File: config.mk
export PLATFORM = sky130hd
export DESIGN_NAME = hsiao_secded_decoder_pipe
export DESIGN_NICKNAME = d
export VERILOG_FILES = /design/src/rtl/hsiao_secded_decoder_pipe.sv
export SDC_FILE = /design/constraint.sdc
export NUM_CORES = 1
export LEC_CHECK = 0
export ABC_AREA = 1
export CORE_MARGIN = 1
export CORE_UTILIZATION = 47
export DETAILED_ROUTE_END_ITERATION = 8
export HOLD_SLACK_MARGIN = 0.03
export PLACE_DENSITY_LB_ADDON = 0.25
export SETUP_SLACK_MARGIN = 0.15
export SKIP_CTS_REPAIR_TIMING = 1
export SYNTH_ARGS = -nofsm -noshare
export SYNTH_HDL_FRONTEND = slang
export SYNTH_SLANG_ARGS = --single-unit
File: constraint.sdc
create_clock -name clk -period 1.5 [get_ports clk]
set_input_delay 0.3 -clock clk [delete_from_list [all_inputs] [get_ports clk]]
set_output_delay 0.3 -clock clk [all_outputs]
set_load 0.01 [all_outputs]
File: src/rtl/hsiao_secded_decoder_pipe.sv
// Two-stage elastic Hsiao SEC-DED decoder with saturating error counters.
// Optional last-error log, built in when HSIAO_ERR_LOG_EN is defined.
module hsiao_secded_decoder_pipe #(
    parameter int DATA_W = 8,
    parameter int PAR_W  = 5,
    parameter int CNT_W  = 16,
    localparam int CODE_W = DATA_W + PAR_W
) (
    input  logic              clk,
    input  logic              rst,
    input  logic              in_valid,
    output logic              in_ready,
    input  logic [CODE_W-1:0] in_code,
    output logic              out_valid,
    input  logic              out_ready,
    output logic [DATA_W-1:0] out_data,
    output logic              single_error_corrected,
    output logic              double_error_detected,
    input  logic              cnt_clr,
    output logic [CNT_W-1:0]  sec_count,
    output logic [CNT_W-1:0]  ded_count,
    output logic              err_log_valid,
    output logic [PAR_W-1:0]  err_log_syndrome,
    output logic              err_log_double
);

    generate
        if (!((DATA_W == 8  && PAR_W == 5) || (DATA_W == 16 && PAR_W == 6) ||
              (DATA_W == 32 && PAR_W == 7) || (DATA_W == 64 && PAR_W == 8))) begin : g_bad_param
            $error("hsiao_secded_decoder_pipe: illegal DATA_W/PAR_W pair");
        end
    endgenerate

    // Data columns: weight-3 values ascending, then weight-5 values ascending.
    function automatic logic [DATA_W-1:0][PAR_W-1:0] gen_cols();
        logic [DATA_W-1:0][PAR_W-1:0] c;
        int n;
        c = '0;
        n = 0;
        for (int w = 3; w <= 5; w += 2) begin
            for (int v = 0; v < (1 << PAR_W); v++) begin
                if ($countones(v[PAR_W-1:0]) == w && n < DATA_W) begin
                    c[n] = v[PAR_W-1:0];
                    n++;
                end
            end
        end
        return c;
    endfunction

    localparam logic [DATA_W-1:0][PAR_W-1:0] H_COLS = gen_cols();

    logic              s1_valid_q, s1_valid_d;
    logic [DATA_W-1:0] s1_data_q,  s1_data_d;
    logic [PAR_W-1:0]  s1_syn_q,   s1_syn_d;
    logic              s2_valid_q, s2_valid_d;
    logic [DATA_W-1:0] out_data_q, out_data_d;
    logic              sec_q,      sec_d;
    logic              ded_q,      ded_d;
    logic [CNT_W-1:0]  sec_cnt_q,  sec_cnt_d;
    logic [CNT_W-1:0]  ded_cnt_q,  ded_cnt_d;

    logic              s2_take;
    logic              s1_move;
    logic              in_fire;
    logic              out_fire;
    logic [PAR_W-1:0]  syn;
    logic [DATA_W-1:0] fix_data;
    logic              fix_sec;
    logic              fix_ded;
    logic              matched;

    assign s2_take  = !s2_valid_q || out_ready;
    assign s1_move  = s1_valid_q && s2_take;
    assign in_ready = !s1_valid_q || s1_move;
    assign in_fire  = in_valid && in_ready;
    assign out_fire = s2_valid_q && out_ready;

    always_comb begin
        syn = in_code[PAR_W-1:0];
        for (int j = 0; j < PAR_W; j++) begin
            for (int i = 0; i < DATA_W; i++) begin
                syn[j] = syn[j] ^ (H_COLS[i][j] & in_code[PAR_W+i]);
            end
        end
    end

    // A check-bit column hit still counts as corrected; the data needs no flip.
    always_comb begin
        fix_data = s1_data_q;
        fix_sec  = 1'b0;
        fix_ded  = 1'b0;
        matched  = 1'b0;
        if (s1_syn_q != '0) begin
            if (^s1_syn_q) begin
                for (int i = 0; i < DATA_W; i++) begin
                    if (s1_syn_q == H_COLS[i]) begin
                        fix_data[i] = ~fix_data[i];
                        matched     = 1'b1;
                    end
                end
                for (int j = 0; j < PAR_W; j++) begin
                    if (s1_syn_q == (PAR_W'(1) << j)) matched = 1'b1;
                end
                fix_sec = matched;
                fix_ded = !matched;
            end else begin
                fix_ded = 1'b1;
            end
        end
    end

    // Only the data field is carried forward; the check bits are consumed by the syndrome.
    always_comb begin
        s1_valid_d = s1_valid_q;
        s1_data_d  = s1_data_q;
        s1_syn_d   = s1_syn_q;
        if (in_fire) begin
            s1_valid_d = 1'b1;
            s1_data_d  = in_code[CODE_W-1:PAR_W];
            s1_syn_d   = syn;
        end else if (s1_move) begin
            s1_valid_d = 1'b0;
        end
    end

    always_comb begin
        s2_valid_d = s2_valid_q;
        out_data_d = out_data_q;
        sec_d      = sec_q;
        ded_d      = ded_q;
        if (s1_move) begin
            s2_valid_d = 1'b1;
            out_data_d = fix_data;
            sec_d      = fix_sec;
            ded_d      = fix_ded;
        end else if (out_fire) begin
            s2_valid_d = 1'b0;
        end
    end

    always_comb begin
        sec_cnt_d = sec_cnt_q;
        ded_cnt_d = ded_cnt_q;
        if (cnt_clr) begin
            sec_cnt_d = '0;
            ded_cnt_d = '0;
        end else if (out_fire) begin
            if (sec_q && sec_cnt_q != '1) sec_cnt_d = sec_cnt_q + CNT_W'(1);
            if (ded_q && ded_cnt_q != '1) ded_cnt_d = ded_cnt_q + CNT_W'(1);
        end
    end

    always_ff @(posedge clk) begin
        if (rst) begin
            s1_valid_q <= 1'b0;
            s1_data_q  <= '0;
            s1_syn_q   <= '0;
            s2_valid_q <= 1'b0;
            out_data_q <= '0;
            sec_q      <= 1'b0;
            ded_q      <= 1'b0;
            sec_cnt_q  <= '0;
            ded_cnt_q  <= '0;
        end else begin
            s1_valid_q <= s1_valid_d;
            s1_data_q  <= s1_data_d;
            s1_syn_q   <= s1_syn_d;
            s2_valid_q <= s2_valid_d;
            out_data_q <= out_data_d;
            sec_q      <= sec_d;
            ded_q      <= ded_d;
            sec_cnt_q  <= sec_cnt_d;
            ded_cnt_q  <= ded_cnt_d;
        end
    end

    assign out_valid              = s2_valid_q;
    assign out_data               = out_data_q;
    assign single_error_corrected = sec_q;
    assign double_error_detected  = ded_q;
    assign sec_count              = sec_cnt_q;
    assign ded_count              = ded_cnt_q;

`ifdef HSIAO_ERR_LOG_EN
    logic [PAR_W-1:0] s2_syn_q,     s2_syn_d;
    logic             log_valid_q,  log_valid_d;
    logic [PAR_W-1:0] log_syn_q,    log_syn_d;
    logic             log_double_q, log_double_d;

    always_comb begin
        s2_syn_d     = s1_move ? s1_syn_q : s2_syn_q;
        log_valid_d  = log_valid_q;
        log_syn_d    = log_syn_q;
        log_double_d = log_double_q;
        if (cnt_clr) begin
            log_valid_d  = 1'b0;
            log_syn_d    = '0;
            log_double_d = 1'b0;
        end else if (out_fire && (sec_q || ded_q)) begin
            log_valid_d  = 1'b1;
            log_syn_d    = s2_syn_q;
            log_double_d = ded_q;
        end
    end

    always_ff @(posedge clk) begin
        if (rst) begin
            s2_syn_q     <= '0;
            log_valid_q  <= 1'b0;
            log_syn_q    <= '0;
            log_double_q <= 1'b0;
        end else begin
            s2_syn_q     <= s2_syn_d;
            log_valid_q  <= log_valid_d;
            log_syn_q    <= log_syn_d;
            log_double_q <= log_double_d;
        end
    end

    assign err_log_valid    = log_valid_q;
    assign err_log_syndrome = log_syn_q;
    assign err_log_double   = log_double_q;
`else
    assign err_log_valid    = 1'b0;
    assign err_log_syndrome = '0;
    assign err_log_double   = 1'b0;
`endif

endmodule

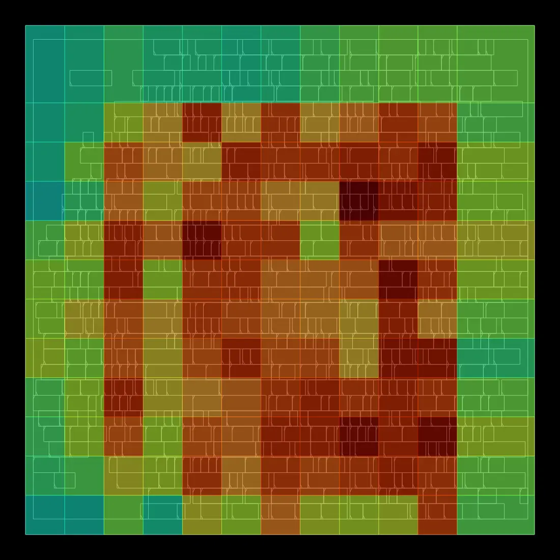
(images/congestion_map.png)
WL per Instance: 16.07 um
fraction of met2 tracks used by global routing: 46.77%
global routing usage on met1: 27.43%
met3 track demand over resource in global routing: 3.139%
Total GRT Usage: 24.39%

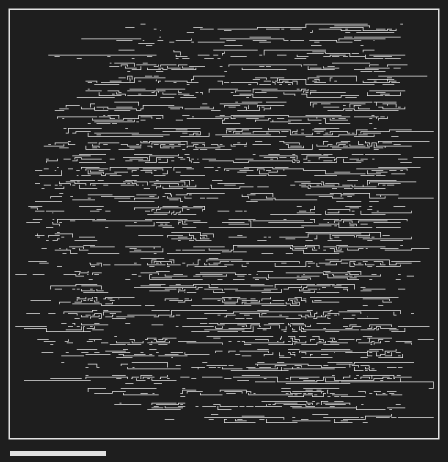
(images/m1.png)
Bar = 20 um.
longest straight run	22.5 um
share of all routed wire	37%
main direction	horizontal
nets with wire on the layer	648
wire length on this layer	4650 um
routed wire length: 12630 um
Via Count: 4280

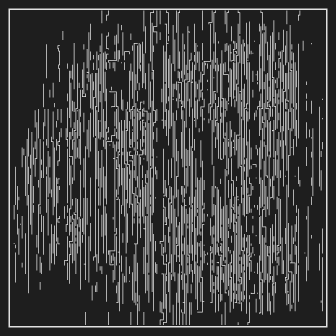
(images/m2.png)
wire length on this layer	6620 um
share of all routed wire	52%
longest straight run	42.3 um

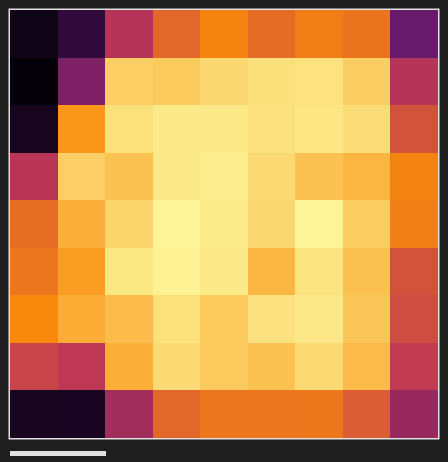
(images/util_map.png)
Bar = 20 um. 9 x 9 tiles, from black (low) to pale yellow (high), 0 to 100% covered.
tiles over 75% full	58%
mean over tiles	73%
nearly empty tiles	1.2%
Initial Utilization: 49.09%
total core area: 7331 sq um
Layout Utilization: 81.69%

==> Flow_metrics.wiki <==
=== Synthesis and place and route ===
{| class="wikitable"
! Metric !! Value
|-
| Outcome || finished with violations
|-
| Failing checks || negative setup slack
|-
| Post-synth regs || 57
|-
| Fin nets || 710
|-
| Standard cell area after detailed placement || 4891 sq um
|-
| Startpoint of the lowest-slack register-to-register path || sec_count[1]$_SDFFE_PP0P_
|-
| Aggregate negative setup slack || -1.469 ns
|-
| CP endpoint || sec_count[2]$_SDFFE_PP0P_
|-
| Portion of total power attributed to sequential cells || 37.8%
|-
| Total power || 0.004233 W
|-
| NetSw || 0.001206 W
|-
| Multi-input gate share of total cell area || 45.07%
|-
| FF-to-FF setup slack || -0.13 ns
|-
| Remaining DRCs || 0
|-
| Worst clock skew || 0.01662 ns
|-
| IR drop worst, VDD || 0.4491 mV
|-
| Non-Clock Buffer Area Fraction || 25.01%
|-
| Routability cong. || 0.9687
|-
| Starting DRT DRC Count || 301
|-
| Crit path launch || sec_count[1]$_SDFFE_PP0P_
|-
| Cell count in the Yosys report || 541
|-
| Pwr dens || 706.9 nW/um^2
|-
| Count of non-CTS buffers in the layout || 142
|-
| Adder-cell share of the synthesized area || 3.477%
|-
| Power consumed by the clock network || 0.00172 W
|-
| Total met2 wirelength after detailed routing || 6622 um
|-
| Total CTS buffers || 9
|-
| Largest delay share family, worst path || AND-OR/OR-AND gates
|-
| Post-DR vias/cell || 5.445
|-
| Per-instance average area after synthesis || 6.651 sq um
|-
| Maximum fanout encountered on the critical timing path || 5
|-
| CP Cell Sequence || ha_4 > nand2_4 > nor2_4 > nand3_2 > o21ai_4 > buf_12 > buf_8 > o21ai_2 > a21oi_1
|-
| Top routing layer in use || met4
|-
| Stage-log warning count || 34
|-
| CP peak stage delay || 0.37 ns
|-
| Mux cell area share || 0%
|-
| Tally of yosys warning messages || 0
|-
| Post-synth EDFFs || 0
|-
| Setup crit end kind || flop
|-
| Vertical die dimension || 89.50 um
|-
| Non-CTS inverters || 60
|-
| Met3 wire len || 911 um
|-
| Minimum setup slack in the final design || -0.1274 ns
|-
| Site row count || 31
|-
| Worst hold slack || 0.3988 ns
|-
| Hold endpoint || s1_data_q[0]$_SDFFE_PP0P_
|-
| Ys async rst share || 0%
|-
| CTS tree || built
|-
| Post-route ant nets || 0
|-
| Classification of the worst setup path || reg2reg
|-
| Dominant combinational family || simple AND/OR/NAND/NOR gates
|-
| Library cell contributing the largest single delay on the critical path || sky130_fd_sc_hd__dfxtp_4
|-
| Area figure in the yosys stat output || 3598 sq um
|-
| Time the worst path needs with I/O delays and setup || 1.627 ns
|-
| Data required time of the critical path || 1.77 ns
|-
| IO Count || 69
|-
| Max Slew Vio Count || 0
|-
| Antenna violations before repair || 0
|-
| Clock buffer cells || 11
|-
| Number of buffer cells added on primary ports || 61
|-
| Comb_multi_in || 412
|-
| Arrival time of data at the critical path endpoint || 1.90 ns
|-
| Worst reg2reg path depth || 9
|-
| Die Size || 8010 sq um
|-
| Clock power frac || 40.6%
|-
| Area of the mapped netlist || 3598 sq um
|-
| Reg clk slew, reported paths || 0.07 ns
|-
| Logic power comb || 0.000915 W
|-
| Clock tree buffer depth || 2
|-
| Cell chosen for the clock root || sky130_fd_sc_hd__clkbuf_8
|-
| Share of the synthesized area in the top cell type || 31.71%
|-
| Ranking of synthesized cells by area || sky130_fd_sc_hd__dfxtp_1 (32%), sky130_fd_sc_hd__nand2_1 (17%), sky130_fd_sc_hd__nor2_1 (6.3%)
|-
| Final worst path period share || 108.5%
|-
| Min-Delay Startpoint || in_code[5]
|-
| Clock sinks || 57
|-
| Antenna cell count || 0
|-
| Synth Area in Compound Gates || 11.96%
|-
| Fraction of the mapped netlist area in simple logic gates || 33.10%
|-
| Synth-to-layout area growth || 66.41%
|-
| Fraction of area in registers || 19.56%
|-
| Global-route wire length before repair || 15200 um
|-
| Int Power || 0.003027 W
|-
| Most common library cell in the layout ignoring fill and taps || sky130_fd_sc_hd__nand2_1
|-
| Placed Cells incl. Taps || 754
|-
| DRT Pass-1 Iters || 5
|-
| Biggest area consumer among synthesized cells || sky130_fd_sc_hd__dfxtp_1
|-
| Final setup violation count || 24
|-
| Gate Area || 2699 sq um
|-
| Levels on crit path || 9
|-
| Kind of start point of the critical path || flop
|-
| Commonest non-fill, non-tap cells in the layout || sky130_fd_sc_hd__nand2_1 (119), sky130_fd_sc_hd__buf_4 (64), sky130_fd_sc_hd__nor2_1 (54)
|-
| Post-placement setup slack || -0.2671 ns
|-
| Top cell type by instance count after synthesis || sky130_fd_sc_hd__nand2_1
|-
| Worst hold path type || in2reg
|-
| Top post-synthesis cells by count || sky130_fd_sc_hd__nand2_1 (160), sky130_fd_sc_hd__nor2_1 (60), sky130_fd_sc_hd__dfxtp_1 (57)
|-
| Worst R2R End || sec_count[2]$_SDFFE_PP0P_
|-
| Highest attainable clock frequency || 614.5 MHz
|-
| Tap Cells || 99
|-
| Tally of filler cells in the layout || 399
|-
| Seq_cells || 57
|-
| DIE WIDTH || 89.50 um
|}
Power is estimated from default activity; no workload was simulated.
